File: src/rtl/priority_scan_encoder_if.sv
// Request-in / index-out bundle for the priority scan encoder.
// Latency: none (wires only).
// Backpressure: in_valid/in_ready on the request side, out_valid/out_ready on the beat side.
interface priority_scan_encoder_if #(
  parameter int WIDTH = 16,
  parameter int OUT_W = 8
);
  localparam int IDX_W = $clog2(WIDTH);

  logic             in_valid;
  logic             in_ready;
  logic [WIDTH-1:0] in_vec;
  logic             in_lsb_first;
  logic             out_valid;
  logic             out_ready;
  logic [OUT_W-1:0] out_idx;
  logic             out_last;
  logic [IDX_W:0]   out_count;
  logic             busy;

  // Producer of requests / consumer of beats.
  modport master (
    output in_valid, in_vec, in_lsb_first, out_ready,
    input  in_ready, out_valid, out_idx, out_last, out_count, busy
  );

  // The encoder itself.
  modport slave (
    input  in_valid, in_vec, in_lsb_first, out_ready,
    output in_ready, out_valid, out_idx, out_last, out_count, busy
  );
endinterface

File: src/rtl/priority_scan_encoder.sv
// Emits the index of every set bit of a captured request vector, one per beat, MSB- or LSB-first.
// Latency: first beat one cycle after capture, then 1 beat/cycle; one bubble cycle between vectors.
// Backpressure: beats hold stable while out_ready is low; in_ready is low for the whole scan.
module priority_scan_encoder #(
  parameter int               WIDTH      = 16,
  parameter int               IDX_W      = $clog2(WIDTH),
  parameter int               OUT_W      = 8,
  parameter logic [OUT_W-1:0] EMPTY_CODE = 8'hF0
) (
  input logic                  clk,
  input logic                  rst,
  priority_scan_encoder_if.slave bus
);

  typedef enum logic {IDLE, SCAN} state_t;

  state_t           state_q, state_d;
  logic [WIDTH-1:0] work_q, work_d;      // bits not yet retired, including the one on out_idx
  logic             lsb_q, lsb_d;        // scan order, frozen for the whole vector
  logic             out_valid_q, out_valid_d;
  logic [OUT_W-1:0] idx_q, idx_d;
  logic             last_q, last_d;
  logic [IDX_W:0]   count_q, count_d;
  logic [WIDTH-1:0] rem;                 // working vector after retiring the current bit

  // Position of the highest (msb order) or lowest (lsb order) set bit; 0 for an empty vector.
  function automatic logic [IDX_W-1:0] pick(input logic [WIDTH-1:0] v, input logic lsb);
    logic [IDX_W-1:0] r;
    r = '0;
    for (int i = 0; i < WIDTH; i++) begin
      if (lsb) begin
        if (v[WIDTH-1-i]) r = IDX_W'(WIDTH-1-i);
      end else begin
        if (v[i]) r = IDX_W'(i);
      end
    end
    return r;
  endfunction

  function automatic logic [IDX_W:0] popcount(input logic [WIDTH-1:0] v);
    logic [IDX_W:0] c;
    c = '0;
    for (int i = 0; i < WIDTH; i++) c = c + (IDX_W+1)'(v[i]);
    return c;
  endfunction

  // True when exactly one bit is set.
  function automatic logic one_hot(input logic [WIDTH-1:0] v);
    return (v != '0) && ((v & (v - WIDTH'(1))) == '0);
  endfunction

  // Output code for a working vector: zero-extended index, or the empty marker.
  function automatic logic [OUT_W-1:0] present(input logic [WIDTH-1:0] v, input logic lsb);
    if (v == '0) return EMPTY_CODE;
    return OUT_W'(pick(v, lsb));
  endfunction

  assign bus.in_ready  = (state_q == IDLE);
  assign bus.busy      = (state_q != IDLE);
  assign bus.out_valid = out_valid_q;
  assign bus.out_idx   = idx_q;
  assign bus.out_last  = last_q;
  assign bus.out_count = count_q;

  // Next-state and datapath: capture in IDLE, retire one bit per accepted beat in SCAN.
  always_comb begin
    state_d     = state_q;
    work_d      = work_q;
    lsb_d       = lsb_q;
    out_valid_d = out_valid_q;
    idx_d       = idx_q;
    last_d      = last_q;
    count_d     = count_q;
    rem         = work_q & ~({{(WIDTH-1){1'b0}}, 1'b1} << pick(work_q, lsb_q));

    case (state_q)
      IDLE: begin
        if (bus.in_valid) begin
          work_d      = bus.in_vec;
          lsb_d       = bus.in_lsb_first;
          count_d     = popcount(bus.in_vec);
          out_valid_d = 1'b1;
          idx_d       = present(bus.in_vec, bus.in_lsb_first);
          // An empty vector still produces one (final) beat.
          last_d      = (bus.in_vec == '0) || one_hot(bus.in_vec);
          state_d     = SCAN;
        end
      end
      SCAN: begin
        if (out_valid_q && bus.out_ready) begin
          if (last_q) begin
            state_d     = IDLE;
            out_valid_d = 1'b0;
            work_d      = '0;
          end else begin
            work_d = rem;
            idx_d  = present(rem, lsb_q);
            last_d = one_hot(rem);
          end
        end
      end
      default: begin
        state_d     = IDLE;
        out_valid_d = 1'b0;
      end
    endcase
  end

  // State and datapath registers; reset aborts any scan in progress.
  always_ff @(posedge clk or posedge rst) begin
    if (rst) begin
      state_q     <= IDLE;
      work_q      <= '0;
      lsb_q       <= 1'b0;
      out_valid_q <= 1'b0;
      idx_q       <= EMPTY_CODE;
      last_q      <= 1'b0;
      count_q     <= '0;
    end else begin
      state_q     <= state_d;
      work_q      <= work_d;
      lsb_q       <= lsb_d;
      out_valid_q <= out_valid_d;
      idx_q       <= idx_d;
      last_q      <= last_d;
      count_q     <= count_d;
    end
  end

endmodule

File: src/flat_wrapper.sv
// flat-port wrapper written by rule: the top's interface ports become plain ports
module priority_scan_encoder_flat 
#(
  parameter int               WIDTH      = 16,
  parameter int               IDX_W      = $clog2(WIDTH),
  parameter int               OUT_W      = 8,
  parameter logic [OUT_W-1:0] EMPTY_CODE = 8'hF0
)
  (clk, rst, bus_in_valid, bus_in_vec, bus_in_lsb_first, bus_out_ready, bus_in_ready, bus_out_valid, bus_out_idx, bus_out_last, bus_out_count, bus_busy);
  priority_scan_encoder_if #(.WIDTH(WIDTH), .OUT_W(OUT_W)) bus_i ();
  input logic clk;
  input logic rst;
  input wire logic [$bits(bus_i.in_valid)-1:0] bus_in_valid;
  input wire logic [$bits(bus_i.in_vec)-1:0] bus_in_vec;
  input wire logic [$bits(bus_i.in_lsb_first)-1:0] bus_in_lsb_first;
  input wire logic [$bits(bus_i.out_ready)-1:0] bus_out_ready;
  output wire logic [$bits(bus_i.in_ready)-1:0] bus_in_ready;
  output wire logic [$bits(bus_i.out_valid)-1:0] bus_out_valid;
  output wire logic [$bits(bus_i.out_idx)-1:0] bus_out_idx;
  output wire logic [$bits(bus_i.out_last)-1:0] bus_out_last;
  output wire logic [$bits(bus_i.out_count)-1:0] bus_out_count;
  output wire logic [$bits(bus_i.busy)-1:0] bus_busy;
  assign bus_i.in_valid = bus_in_valid;
  assign bus_i.in_vec = bus_in_vec;
  assign bus_i.in_lsb_first = bus_in_lsb_first;
  assign bus_i.out_ready = bus_out_ready;
  assign bus_in_ready = bus_i.in_ready;
  assign bus_out_valid = bus_i.out_valid;
  assign bus_out_idx = bus_i.out_idx;
  assign bus_out_last = bus_i.out_last;
  assign bus_out_count = bus_i.out_count;
  assign bus_busy = bus_i.busy;
  priority_scan_encoder #(.WIDTH(WIDTH), .IDX_W(IDX_W), .OUT_W(OUT_W), .EMPTY_CODE(EMPTY_CODE)) u_core (.clk(clk), .rst(rst), .bus(bus_i));
endmodule
File: config.mk
export PLATFORM = sky130hd
export DESIGN_NAME = priority_scan_encoder_flat
export DESIGN_NICKNAME = d
export VERILOG_FILES = /design/src/rtl/priority_scan_encoder_if.sv /design/src/rtl/priority_scan_encoder.sv /design/src/flat_wrapper.sv
export SDC_FILE = /design/constraint.sdc
export NUM_CORES = 1
export LEC_CHECK = 0
export ABC_AREA = 1
export CAP_MARGIN = 20
export CORE_AREA = 2 2 127 80
export DETAILED_ROUTE_END_ITERATION = 12
export DIE_AREA = 0 0 129 82
export PLACE_DENSITY = 0.65
export SYNTH_ARGS = -nofsm -noshare
export SYNTH_HDL_FRONTEND = slang
export SYNTH_SLANG_ARGS = --single-unit
File: constraint.sdc
create_clock -name clk -period 3.9 [get_ports clk]
set_clock_uncertainty 0.1 [all_clocks]
set_input_delay 0.585 -clock clk [delete_from_list [all_inputs] [get_ports clk]]
set_output_delay 0.585 -clock clk [all_outputs]
set_load 0.03 [all_outputs]
==> impl_metrics.ini, run 1 <==
; implementation run metrics
[final_timing]
timing.fmax_mhz = 251
hold_violations = 0
layout_setup_ws_ns = -0.0828
slew_headroom_pct = 55.5
rsz0062_at_grt = true
final-setup-viol-count = 2
hold_ws_ns = 0.387
tightest_slew_ns = 0.667
period_needed_ns = 3.98
finalCritPeriodShare_pct = 102
setup_tns_ns = -0.0900
maxSlewViolCount = 0

[layout]
final_cell_mix = 199 x nand2_1, 72 x inv_1, 69 x nor2_1, 41 x a21oi_1, 35 x nand3_1
drive_gt1_share_pct = 13.2
nFillCells = 972
area_delta_synth_final_pct = 25.7
fin_nets = 718
antenna_cells = 0
final_common_cell = nand2_1
fin_cells = 815

[synthesis]
syn_area_per_cell_sq_um = 5.91
yosys_cells = 621
postSynthSeqShare_pct = 20.5
ys.flop_type = dfrtp_1
mappedNetlistArea_sq_mm = 0.00367
compound_area_share_pct = 17.6
synth.net_count = 660
synthTopCellsByCount = 202 x nand2_1, 81 x inv_1, 72 x nor2_1
edf_count = 0
synthCells = 621
synthTopCellsByArea = nand2_1 21%, dfrtp_1 20%, inv_1 8.3%
ys_chip_area_sq_mm = 0.00367
synth_top_cell_by_count = nand2_1
ys_types = 44
netlist.area_leader.share_pct = 20.7
synth.mux.area_fraction_pct = 0
yosys_warnings = 0
ys_ff = 30
synth-async-reset-ratio_pct = 100
simple_gate_share_pct = 41.0
xor_share_pct = 0.239

[place]
hpwlAfterDp_um = 10700
gp_congestion = 1.03
dpl_cell_area_sq_mm = 0.00438
place_inst = 802
port_buffers = 37
pre_cts_ws_ns = -0.956

[hold_path]
hp-class = reg2reg
hold_path_end = u_core.bus.out_count[3]
hold_path_depth = 2
min-delay-start = u_core.bus.out_count[3]

[critical_path]
r2r_start = u_core.lsb_q
start_kind = input pin
ff2ff_path_depth = 27
r2r-end = u_core.bus.out_idx[3]
r2r_setup_slack_ns = 0.19
crit_fanout = 2
crit_required_ns = 3.96
critical_path_class = in2reg
worstPathArrival_ns = 4.04

[route]
wl_met2_um = 4870
wl_met3_um = 1860
finalWirelength_um = 13000
ant_nets = 0
drtIter0Drc = 481
m1WireLength_um = 6190
via_per_inst = 5.50
drc = 0
route.top_layer_used = met4
avgRoutedWirePerCell_um = 16.0
drtPass1Iterations = 6

[global_route]
antenna_found_initial = 0
grt.met1_usage_pct = 38.6
grt_pass1_wl_um = 20500
overflow = 0
grt_max_degree = 29
first_global_vias = 3931
busiest_layer = met1

[clock_tree]
tritoncts = done
htree_num_levels = 2
cts_setup_buffers = 2
cts-root-buf = clkbuf_16
cts_hold_buf = 0
cts.sinks = 30
clockBufferDepth = 2
cts.repair.resized = 26
numCtsBuffers = 5

[pwr]
power_per_cell_area_mw_per_mm2 = 218
swShare_pct = 32.0
power_frac_comb_pct = 32.0
p_int_uw = 686
total_power_mw = 1.01
pwr-share-seq_pct = 30.9
pwr-share-clk_pct = 37.1
cellLeakagePower_nw = 2.42
p_switching_uw = 322

[die]
io_pins = 38
rows = 28
dieArea_sq_mm = 0.0106

[run_status]
violations = negative setup slack
outcome = finished with violations

[job]
maxCapViolations = 0
tool_warnings = 32
-- run 1: worst max-delay path, cell delays in order --
cell,delay (ns)
buf_12,0.09
inv_12,0.03
ha_4,0.25
inv_2,0.03
fa_1,0.47
fa_1,0.58
fa_1,0.43
fa_1,0.50
inv_2,0.04
fa_2,0.35
fa_2,0.36
nand2_2,0.07
inv_2,0.04
o211ai_1,0.15
nand2_1,0.07
-- run 1: layout make-up --
type                       instances  area [sq um]  share of cell area, %
inverter                          91           362                   7.84
clock inverter                     2          10.0                  0.217
sequential                        30           753                   16.3
clock buffer                       6           129                   2.79
tap                              135           169                   3.66
multi-input combinational        482          2540                   55.0
timing repair buffer              69           652                   14.1
-- run 1: worst max path at each step --
stage | from | to
2_1_floorplan | bus_in_vec[1] | u_core.bus.out_count[4]
3_3_place_gp | bus_in_vec[1] | u_core.bus.out_count[4]
3_5_place_dp | bus_in_vec[1] | u_core.bus.out_count[4]
4_1_cts | bus_in_vec[1] | u_core.bus.out_count[4]
5_1_grt | bus_in_vec[1] | u_core.bus.out_count[4]
6_report | bus_in_vec[1] | u_core.bus.out_count[4]
-- run 1: power by group through the flow --
stage / logic (mW) / clock network (mW) / registers, mW
after global routing: 0.358 / 0.394 / 0.311
after global placement: 0.278 / 0 / 0.317
after detailed placement: 0.295 / 0 / 0.317
after CTS: 0.313 / 0.375 / 0.312
final: 0.322 / 0.374 / 0.312
after floorplan: 0.184 / 0 / 0.317
-- run 1: registers in the layout, summed over array words and instances (netlist names) --
register and cells:
u_core.work_q 16, u_core.bus.out_idx 5, u_core.bus.out_valid 1, u_core.bus.busy 1, u_core.bus.out_count 5, u_core.bus.out_last 1, u_core.lsb_q 1
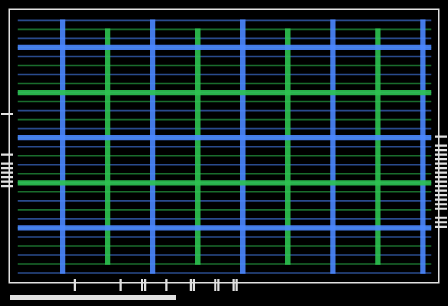
Fig. 1. Supply network (run 1).
Scale bar: 50 um. Pins as bars on the die edge.
net	colour
VSS	blue
VDD	green
met4 straps	9
met5 straps	5
core region area: 0.00949 sq mm
Die Wd: 129 um
VDD IR max: 0.180 mV

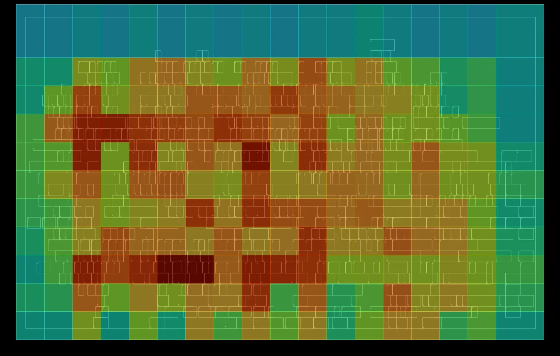
Fig. 2. Routing congestion map (run 1).
GR met3 Demand/Resource: 8.40%
met2 usage: 34.8%
GRT Resource Usage Total: 25.4%

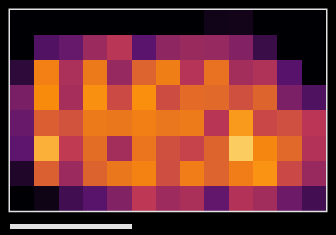
Fig. 3. Cell area per tile (run 1).
Scale bar: 50 um. The die is cut into 13 by 8 equal tiles; black is low, pale yellow is high, 0 to 100% covered.
densest ninth of the die	centre
tiles over 75% full	5.8%
emptiest ninth of the die	north-east
post-layout util: 48.6%
Init Core Util: 38.7%

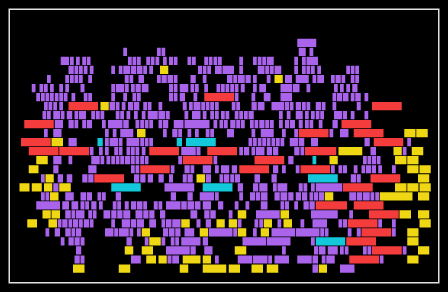
Fig. 4. Placed cells, one colour a class (run 1).
class	colour	cells	share of their area
other buffers and delay cells	yellow	69	15%
flip-flops	red	30	17%
all other logic	purple	573	65%
clock drivers and dummy loads	cyan	8	3.1%
final instance area: 0.00461 sq mm
Seq area share: 16.3%

Fig. 5: run 1, wires at chosen ports, followed through buffers
Scale bar: 50 um.
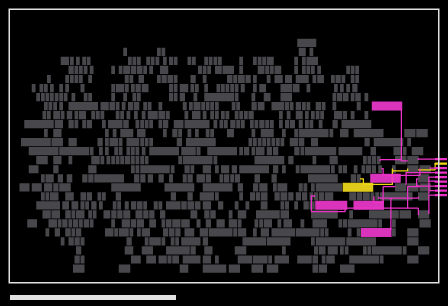

==> inputs of run 2 (changes only) <==
SKIP_CTS_REPAIR_TIMING = 1   (was not set)
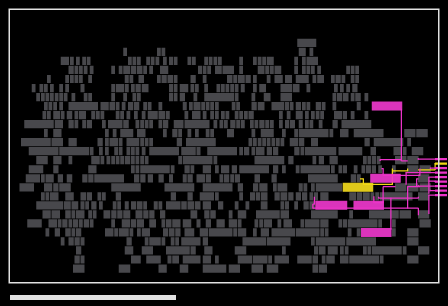
Fig. 6. Wires at chosen ports, followed through buffers (run 2).
Scale bar: 50 um.
port	colour	bits	direction	edge	end cells	buffers	wire
bus_out_idx	magenta	8	output	east	5	8	170 um
bus_out_valid	yellow	1	output	east	1	1	28.6 um
I/O pin cnt: 38
number of port buffers: 37

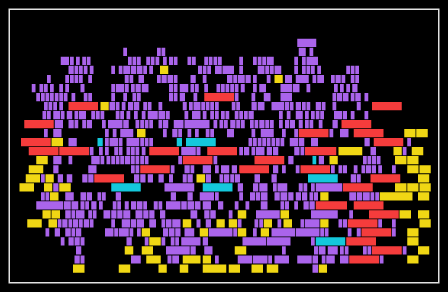
Fig. 7. Placed cells, one colour a class (run 2).
class	colour	cells	share of their area
clock drivers and dummy loads	cyan	8	3.1%
all other logic	purple	573	65%
other buffers and delay cells	yellow	70	15%
flip-flops	red	30	17%
Seq area share: 16.2%
post-layout util: 48.8%
row cnt: 28
final instance area: 0.00464 sq mm

==> run 2 against run 1 <==
- the run still ends with negative setup slack left
- clock power is essentially flat
- die size is the same
- power grew 0.79%
- global-route usage is essentially flat
- sequential power is essentially flat
- critical path depth is the same
- largest cell class unchanged
- count of clock-buffer cells in the layout is the same
- register-to-register slack is essentially flat
==> impl_metrics.ini, run 2 <==
; implementation run metrics
[final_timing]
layout_setup_ws_ns = -0.211
setup_tns_ns = -0.600
hold_ws_ns = 0.384
final-setup-viol-count = 4
rsz0062_at_grt = true
hold_violations = 0
timing.fmax_mhz = 243

[pwr]
total_power_mw = 1.02
cellLeakagePower_nw = 2.46
power_frac_comb_pct = 32.5
pwr-share-clk_pct = 36.8
power_per_cell_area_mw_per_mm2 = 219
pwr-share-seq_pct = 30.7
p_int_uw = 693

[synthesis]
edf_count = 0
ys_types = 44
synth_top_cell_by_count = nand2_1
yosys_cells = 621
ys.flop_type = dfrtp_1
synthTopCellsByCount = 202 x nand2_1, 81 x inv_1, 72 x nor2_1
synthTopCellsByArea = nand2_1 21%, dfrtp_1 20%, inv_1 8.3%
ys_ff = 30
netlist.area_leader.share_pct = 20.7
yosys_warnings = 0
synth-async-reset-ratio_pct = 100
mappedNetlistArea_sq_mm = 0.00367
syn_area_per_cell_sq_um = 5.91
ys_chip_area_sq_mm = 0.00367
simple_gate_share_pct = 41.0

[global_route]
use_met3_pct = 8.27
first_global_vias = 3926
overflow = 0
track_usage_pct = 25.5
grt.met1_usage_pct = 38.9
use_met2_pct = 34.9

[layout]
drive_gt1_share_pct = 13.4
largest-register = u_core.work_q
nFillCells = 967
regArea_sq_um = 753
final_common_cell = nand2_1
fin_nets = 719

[critical_path]
crit_fanout = 2
critPathMaxStageDelay_ns = 0.57
crit_required_ns = 3.96
critical_path_class = in2reg
critPathSlowestCell = fa_1

[place]
place_inst = 802
hpwlAfterDp_um = 10700
gp_congestion = 1.03
pre_cts_ws_ns = -0.956
dpl_cell_area_sq_mm = 0.00438

[run_status]
outcome = finished with violations
violations = negative setup slack

[clock_tree]
clockBufferDepth = 2
tritoncts = done
htree_num_levels = 2

[route]
via_per_inst = 5.49
route.top_layer_used = met4
drtIter0Drc = 527
drc = 0

[job]
tool_warnings = 31
maxCapViolations = 0

[die]
core_region_area_sq_mm = 0.00949
dieArea_sq_mm = 0.0106

[hold_path]
hp-class = reg2reg
min-delay-start = u_core.bus.out_count[3]
run 2: cell count changes in the layout (fill, tap and decap cells not counted), sizes merged:
cell / delta
dlygate4sd2: -5
dlymetal6s2s: +5
buf: +1
run 2: cell type report:
type | instances | share of cell area (%)
flip-flops and latches | 30 | 16.2
inverters | 91 | 7.80
well taps | 135 | 3.64
clock inverters | 2 | 0.216
multi-input cells | 482 | 54.7
repair buffers | 70 | 14.6
clock buffers | 6 | 2.78
run 2: worst max-delay path: cells and delay by family:
kind                     cells  cell delay (ns)
AND-OR/OR-AND                1             0.17
adder cells (fa/ha/maj)      7             3.05
buffers and inverters        5             0.23
AND/OR/NAND/NOR              2             0.14
run 2: final timing paths:
path,slack (ns),end,depth (start not counted)
worst max-delay path,-0.21,u_core.bus.out_count[4],15
worst min-delay path,0.38,u_core.bus.out_count[3],2
worst max register to register,0.20,u_core.bus.out_last,28
worst min register to register,0.38,u_core.bus.out_count[3],2
max in group asynchronous,2.57,u_core.bus.out_idx[6],3
min in group asynchronous,0.56,u_core.work_q[14],2
run 2: cells by family (layout without fill, tap and decap cells):
| family | Yosys count | in the layout |
|---|---|---|
| AOI/OAI and AO/OA | 109 | 109 |
| xor gates and xnor gates | 1 | 1 |
| adders and majority gates | 19 | 19 |
| buffers and inverters | 109 | 169 |
| DFF | 30 | 30 |
| and+or+nand+nor | 353 | 353 |
run 2: power groups by stage:
stage | clock network, mW | registers, mW | logic [mW]
3_5_place_dp | 0 | 0.317 | 0.295
5_1_grt | 0.394 | 0.311 | 0.368
4_1_cts | 0.375 | 0.312 | 0.300
3_3_place_gp | 0 | 0.317 | 0.278
2_1_floorplan | 0 | 0.317 | 0.184
6_report | 0.374 | 0.312 | 0.330
Power figures rest on the tool's default switching activity, not on a simulated workload.
